Fig. 1: run 1, gate-type map
Scale bar: 10 um.
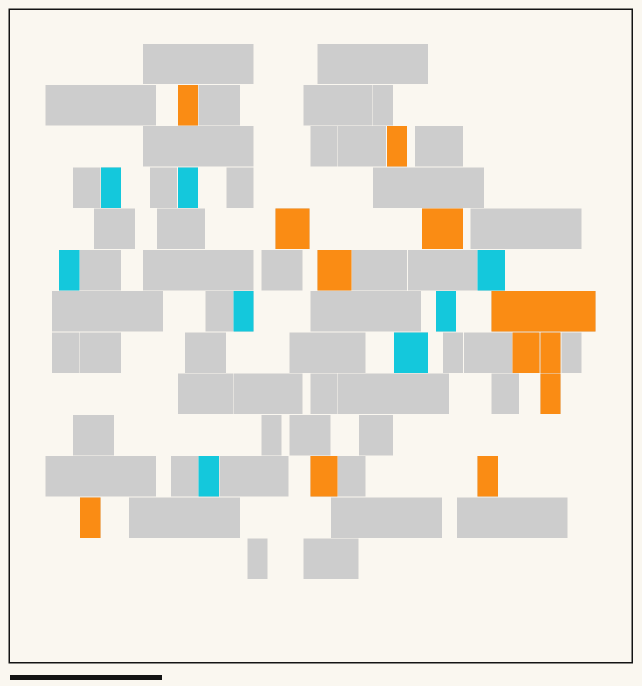
Fig. 2: run 1, clock distribution
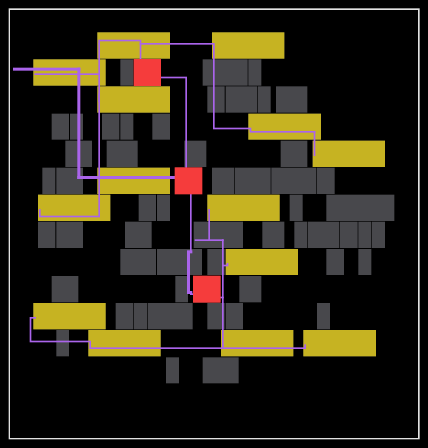
Fig. 3: run 1, wiring by layer
Scale bar: 10 um.
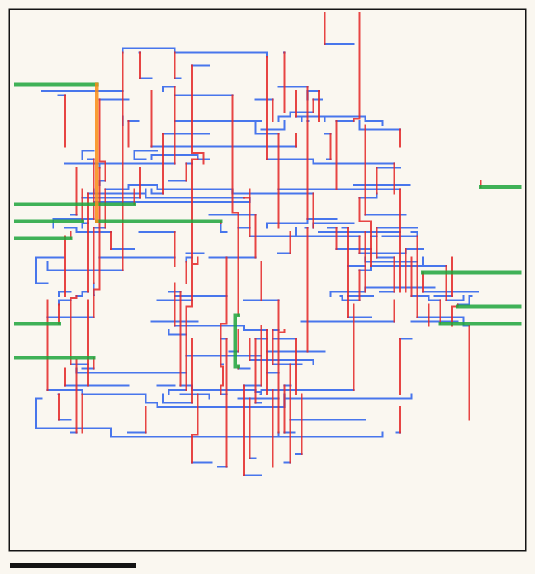
==> config.mk <==
export PLATFORM = sky130hd
export DESIGN_NAME = ser_word_tx
export DESIGN_NICKNAME = d
export VERILOG_FILES = /design/src/rtl/ser_word_tx.sv
export SDC_FILE = /design/constraint.sdc
export NUM_CORES = 1
export LEC_CHECK = 0
export CAP_MARGIN = 20
export CORE_AREA = 2 2 39 41
export CTS_CLUSTER_SIZE = 28
export DETAILED_ROUTE_END_ITERATION = 10
export DIE_AREA = 0 0 41 43
export DONT_BUFFER_PORTS = 1
export GPL_ROUTABILITY_DRIVEN = 1
export PLACE_DENSITY_LB_ADDON = 0.3
export SYNTH_ARGS = -nofsm -noshare
export SYNTH_HDL_FRONTEND = slang
export SYNTH_SLANG_ARGS = --single-unit
==> constraint.sdc <==
create_clock -name Clk -period 5.2 [get_ports Clk]
set_input_delay 1.04 -clock Clk [delete_from_list [all_inputs] [get_ports Clk]]
set_output_delay 1.04 -clock Clk [all_outputs]
set_load 0.05 [all_outputs]
==> metrics.yaml, run 1 <==
seqPwrFrac_pct: 53.5
seq_area_frac_synth_pct: 43.5
cts_tree: "yes"
grt_max_degree: 15
rsz_0062_raised_after_global_routing: "no"
worst-endpoint-required_ns: 4.16
outcome: "finished, final reports clean"
routed_via_density: 5.74
worst-endpoint-arrival_ns: 1.95
postSynthCellCount: 70
p_comb_uw: 30.5
cts_inserted_buffers: 3
logic_gates: 47
seq-cell-share_pct: 41.9
synth_nets: 81
placedInstanceArea_um2: 633
io_pins: 12
clkbuf_count: 4
enable_flop_cells: 0
setup_slack_ns: 2.21
power.density_mw_per_mm2: 342
synth.yosys.num_cells: 70
rows: 14
cp_slowest_cell: "sky130_fd_sc_hd__nor2_1"
cts_setup_buffers: 0
p_sw_share_pct: 27.5
placed_cells: 82
vdd.ir_drop.worst_mv: 0.192
antenna_found_initial: 0
power_sequential_uw: 123
n_all_buffers: 0
synth_top_cell_by_count: "sky130_fd_sc_hd__dfxtp_1"
area.combinational_um2: 314
io_buffer_count: 0
fa_ha_area_share_pct: 5.83
endpoint_kind: "primary output"
final-setup-viol-count: 0
power_switching_uw: 63.0
dieWidth_um: 41
drtIter0Drc: 6
total_power_uw: 229
rrSetupSlack_ns: 2.90
stage_log_warning_count: 27
top_logic_kind: "simple AND/OR/NAND/NOR gates"
ys.flops: 14
finalNetCount: 82
grtUsageMet2_pct: 20.6
relSlewSlack_pct: 35.1
finalWorstPathRequiredPeriod_ns: 2.99
cell_area_after_synthesis_um2: 644
## Picture notes: Fig. 1
[cyan] NAND gates | cells: 8 | most used: nand2_1
[orange] NOR gates | cells: 12 | most used: nor2_1
non-filler instance count after layout: 86
highest-count logic cell in the final layout: sky130_fd_sc_hd__dfxtp_1
logic share of the area: 46.9%

## Picture notes: Fig. 2
[yellow] flip-flops | count: 14
[purple] clock wires | length: 175 um
[red] cells driving clock nets | count: 3
flops lie: all over the die
Latency at later pin: 0.27 ns
power consumed by the clock network: 75.9 uW
setup skew after layout: 0.00397 ns
Clk pwr share: 33.1%

## Picture notes: Fig. 3
[green] met3 | wire length: 71.7 um
[orange] met4 | wire length: 10.9 um
[blue] met1 | wire length: 517 um
[red] met2 | wire length: 485 um
vias after detailed routing: 494
mean routed wirelength per cell: 12.6 um
total routing usage reported by global routing: 15.5%
Routed WL: 1.08 mm

Fig. 4: run 1, local utilization
8 x 9 tiles, from dark blue (low) to red (high), 0 to 100% covered.
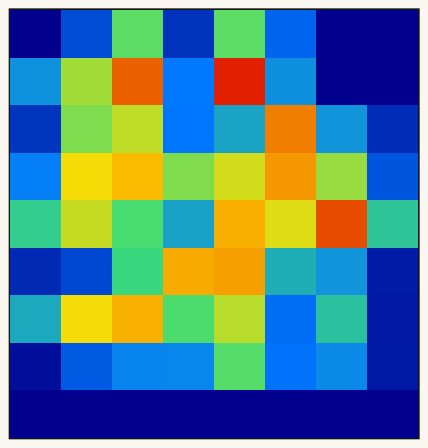

## Run 2: what changed since run 1
==> constraint.sdc (replaced) <==
create_clock -name Clk -period 2.9 [get_ports Clk]
set_input_delay 0.58 -clock Clk [delete_from_list [all_inputs] [get_ports Clk]]
set_output_delay 0.58 -clock Clk [all_outputs]
set_load 0.05 [all_outputs]
Fig. 5: run 2, local utilization
8 x 9 tiles, from dark blue (low) to red (high), 0 to 100% covered.
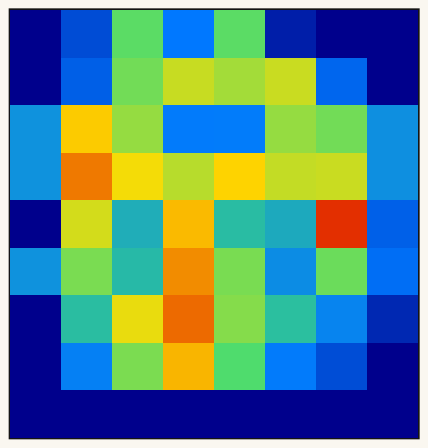
fullest tile: 95%
densest ninth of the die: middle
tiles over 75% full: 11%
mean over tiles: 37%
emptiest ninth of the die: bottom right
effective utilization at floorplan: 46.6%
Core Footprint: 0.00138 mm2

==> run 2 against run 1 <==
Critical path depth grew 1. Largest cell class unchanged. Area after synthesis is the same. Clock skew shrank 0.0023 ns. Utilization grew 0.54 points. Routed wire length shrank 4.8%. Critical endpoint unchanged. Count of clock-buffer cells in the layout is the same. Worst setup slack lost 1.3 ns. Cell area grew 1.1%. Sequential share of layout area shrank 0.46 points.
==> metrics.yaml, run 2 <==
stage_log_warning_count: 27  # unchanged
io_buffer_count: 0  # unchanged
seqPwrFrac_pct: 53.1  # -0.4 points
finalNetCount: 83  # +1.2%
fa_ha_area_share_pct: 5.83  # unchanged
top_logic_kind: "simple AND/OR/NAND/NOR gates"
worst-endpoint-arrival_ns: 1.40  # -0.55 ns
total_power_uw: 414  # +81%
rows: 14  # unchanged
endpoint_kind: "primary output"
p_comb_uw: 56.6  # +86%
area.combinational_um2: 314  # unchanged
postSynthCellCount: 70  # unchanged
finalWorstPathRequiredPeriod_ns: 1.98
synth_top_cell_by_count: "sky130_fd_sc_hd__dfxtp_1"
groute.usage.overall_pct: 14.3  # -1.3 points
worst_skew_pair.late_latency_ns: 0.27  # about the same
power_consumed_by_the_clock_network_uw: 137  # +81%
enable_flop_cells: 0  # unchanged
cell_area_after_synthesis_um2: 644  # unchanged
final_cell_count_no_fill: 87  # +1.2%
grt_max_degree: 15  # unchanged
cts_tree: "yes"
routedWlPerCell_um: 11.9  # -5.9%
clkbuf_count: 4  # unchanged
clock_power_share_pct: 33.2  # about the same
setup_slack_ns: 0.916  # -1.30 ns
vdd.ir_drop.worst_mv: 0.287  # +50%
via_count: 484  # -2.0%
relSlewSlack_pct: 68.7  # +34 points
grtUsageMet2_pct: 19.7  # -0.94 points
power.density_mw_per_mm2: 611  # +79%
synth_nets: 81  # unchanged
comb-cell-share_pct: 46.4  # -0.52 points
power_sequential_uw: 220  # +79%
highest_count_logic_cell_in_the_final_layout: "sky130_fd_sc_hd__dfxtp_1"
worst_clock_skew_ns: 0.00166  # -0.00230 ns
cp_slowest_cell: "sky130_fd_sc_hd__dfxtp_1"
final-setup-viol-count: 0  # unchanged
io_pins: 12  # unchanged
ys.flops: 14  # unchanged
antenna_found_initial: 0  # unchanged
routed_via_density: 5.56  # -3.2%
logic_gates: 47  # unchanged
routed_wl_mm: 1.03  # -4.8%
synth.yosys.num_cells: 70  # unchanged
rrSetupSlack_ns: 1.10  # -1.80 ns
outcome: "finished, final reports clean"
Power and IR drop assume default switching activity.
